**src/rtl/prio_encoder_queue.sv**
```systemverilog
// Sticky-pending priority encoder: captures N request lines and presents one
// winning index at a time on a valid/ready handshake (fixed or round-robin).
module prio_encoder_queue #(
  parameter int N    = 8,
  parameter int W    = 3,
  parameter int EDGE = 0,
  parameter int RR   = 0
) (
  input  logic         clk,
  input  logic         rst_n,
  input  logic [N-1:0] req,
  input  logic [N-1:0] mask,
  output logic [W-1:0] out_code,
  output logic         out_valid,
  input  logic         out_ready,
  output logic [N-1:0] pending,
  output logic         overflow
);

  typedef enum logic {S_IDLE, S_PRESENT} state_e;

  state_e       state_q;
  logic [W-1:0] code_q;
  logic [W-1:0] ptr_q, ptr_d;
  logic [N-1:0] req_q;
  logic [N-1:0] pending_q, pending_d;
  logic         overflow_q, overflow_d;

  logic         handshake;
  logic [N-1:0] cap, clr, elig;
  logic [W-1:0] winner;
  logic         found;

  assign handshake = (state_q == S_PRESENT) && out_ready;
  assign cap       = (EDGE != 0) ? (req & ~req_q) : req;

  // NOTE: every variable written in always_comb gets a default before any
  // conditional update, otherwise synthesis infers a latch to hold it.
  always_comb begin
    clr = '0;
    for (int i = 0; i < N; i++) begin
      clr[i] = handshake && (code_q == W'(i));
    end
  end

  // A capture on the bit being granted keeps it set: it is a fresh event.
  assign pending_d  = (pending_q & ~clr) | cap;
  assign overflow_d = |(cap & pending_q & ~clr);
  assign elig       = pending_q & ~mask & ~clr;
  assign found      = |elig;

  always_comb begin
    ptr_d = ptr_q;
    if (handshake) begin
      ptr_d = (code_q == '0) ? W'(N - 1) : code_q - 1'b1;
    end
  end

  // Round-robin searches from the pointer as updated by this cycle's grant,
  // so the line just serviced is already lowest priority for the next pick.
  always_comb begin
    int           pos;
    logic [W-1:0] idx;
    winner = '0;
    pos    = 0;
    idx    = '0;
    if (RR == 0) begin
      for (int i = 0; i < N; i++) begin
        if (elig[i]) winner = W'(i);
      end
    end else begin
      for (int d = N - 1; d >= 0; d--) begin
        pos = (int'(ptr_d) >= d) ? int'(ptr_d) - d : int'(ptr_d) + N - d;
        idx = W'(pos);
        if (elig[idx]) winner = idx;
      end
    end
  end

  // NOTE: sequential state uses non-blocking assignments so every register
  // samples pre-edge values, independent of statement order.
  always_ff @(posedge clk) begin
    if (!rst_n) begin
      state_q    <= S_IDLE;
      code_q     <= '0;
      ptr_q      <= W'(N - 1);
      req_q      <= '0;
      pending_q  <= '0;
      overflow_q <= 1'b0;
    end else begin
      req_q      <= req;
      pending_q  <= pending_d;
      overflow_q <= overflow_d;
      ptr_q      <= ptr_d;
      case (state_q)
        S_IDLE: begin
          if (found) begin
            code_q  <= winner;
            state_q <= S_PRESENT;
          end
        end
        S_PRESENT: begin
          // Without a handshake the presented code is frozen.
          if (out_ready) begin
            if (found) code_q <= winner;
            else       state_q <= S_IDLE;
          end
        end
        default: state_q <= S_IDLE;
      endcase
    end
  end

  assign out_code  = code_q;
  assign out_valid = (state_q == S_PRESENT);
  assign pending   = pending_q;
  assign overflow  = overflow_q;

endmodule
```
**config.mk**
```make
export PLATFORM = sky130hd
export DESIGN_NAME = prio_encoder_queue
export DESIGN_NICKNAME = d
export VERILOG_FILES = /design/src/rtl/prio_encoder_queue.sv
export SDC_FILE = /design/constraint.sdc
export NUM_CORES = 1
export LEC_CHECK = 0
export CAP_MARGIN = 25
export CORE_MARGIN = 2
export CORE_UTILIZATION = 35
export DETAILED_ROUTE_END_ITERATION = 8
export PLACE_DENSITY = 0.75
export SYNTH_ARGS = -nofsm -noshare
export SYNTH_HDL_FRONTEND = slang
export SYNTH_SLANG_ARGS = --single-unit
export TNS_END_PERCENT = 20
```
**constraint.sdc**
```tcl
create_clock -name clk -period 2.7 [get_ports clk]
set_clock_uncertainty 0.1 [all_clocks]
set_input_delay 0.675 -clock clk [delete_from_list [all_inputs] [get_ports clk]]
set_output_delay 0.675 -clock clk [all_outputs]
set_load 0.02 [all_outputs]
```
==> images/density.png <==
The bar under the picture is 20 µm long. 10 x 10 tiles, from dark blue (low) to red (high), 0 to 100% covered.
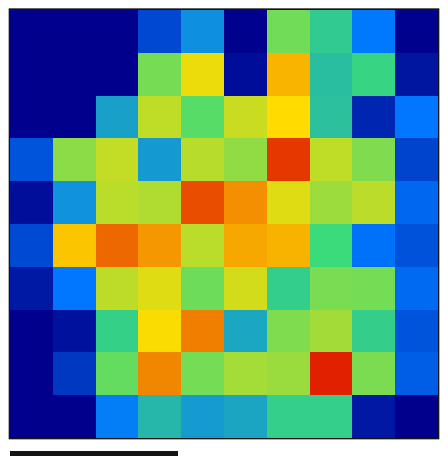
emptiest ninth of the die: north-west
tiles over 75% full: 13%
mean over tiles: 42%
fullest tile: 96%
densest ninth of the die: center

==> images/drive_strength.png <==
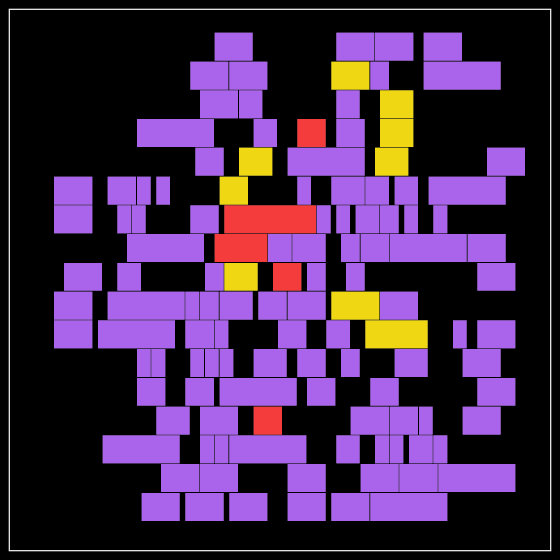
| color | size | cells | most used |
|---|---|---|---|
| red | drive 3 to 4 | 5 | clkbuf_4 |
| yellow | drive 2 | 9 | a21oi_2 |
| purple | drive 1 or less | 108 | clkdlybuf4s50_1 |

==> results_slide.txt <==
Flow Results at a Glance

GRT
  – GRT Max-Usage Layer: met2
  – Overflow after GRT: 0
  – Antenna violations before repair: 0
  – Gr usage total: 16.6%
  – Grt met3 use: 2.63%

Critical path
  – Required @ worst endpoint: 1920 ps
  – CP Launch Type: register
  – Cell class contributing the biggest share of worst-path delay: buffers and inverters
  – WP depth: 1
  – Max incr delay on CP: 690 ps
  – Worst r2r src: out_code[0]$_SDFFE_PN0P_
  – R2R cell count: 5
  – CP Max Fanout: 11

Floorplan
  – Boundary Pins: 32
  – Die H: 51.1 µm
  – Die Size: 2610 µm²
  – Starting Density: 36.1%

Final timing
  – Final worst path period need: 2330 ps
  – Slew HR: 71.5%
  – Final TNS setup: 0 ps
  – Hold Vio Cnt, Final: 0
  – Worst-Margin Slew: 427 ps
  – Fin crit share: 86.2%

Cells and area
  – Fin nets: 142
  – Area growth syn-to-layout: 45.5%
  – Layout cell share with drive strength beyond 1: 11.5%
  – Most numerous logic cell after layout: clkdlybuf4s50_1
  – MI comb area: 485 µm²
  – Seq cells: 13
  – Register Area: 260 µm²
  – Buffering overhead: 27.5%
  – Max reg flops: 8
  – Post-layout util: 52.5%

Placed design
  – Final GP Congestion: 0.874
  – DP HPWL: 1510 µm
  – Placed Instances: 146

Power
  – Biggest consumer: registers
  – Net Sw Power: 171 µW
  – Clk. pwr: 125 µW
  – P_comb: 174 µW
  – Switching Fraction: 32.2%

Job
  – Max Cap Viol: 0
  – Tool warnings: 26

Routing
  – Drt initial violations: 31
  – Wire per inst: 12.7 µm
  – Drt total wl: 1910 µm
  – Met3 wire len: 108 µm
  – DRC Markers: 0

Synth
  – Seq share, synth: 33.5%
  – Synth Cell Area: 776 µm²
  – Post-synth top cells: 16 x nor2_1, 13 x dfxtp_1, 4 x a22oi_1, 4 x nand2b_1
  – YS chip area: 776 µm²
  – Post-synth regs: 13
  – Adder share: 0%

Clock tree
  – Setup Buffers After CTS: 0
  – H-tree levels: 1
  – CTS Hold Bufs: 0
  – Clock Sinks: 13
  – CTS tree: done
  – Post-CTS Resized: 0

Run status
  – Outcome: finished, final reports clean

Min path
  – Worst Hold Path Cells: 2
  – WHS Endpoint: out_code[1]$_SDFFE_PN0P_
==> images/met2.png <==
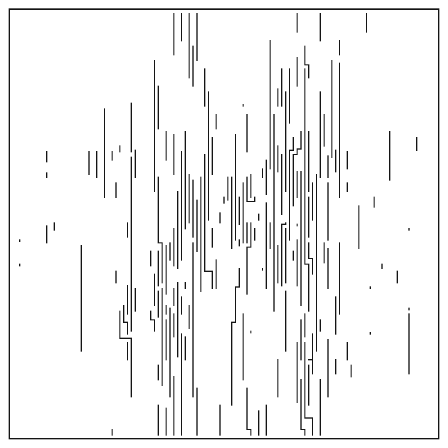
nets with wire on the layer: 121
longest straight run: 23.5 µm

Power is estimated from default activity; no workload was simulated.
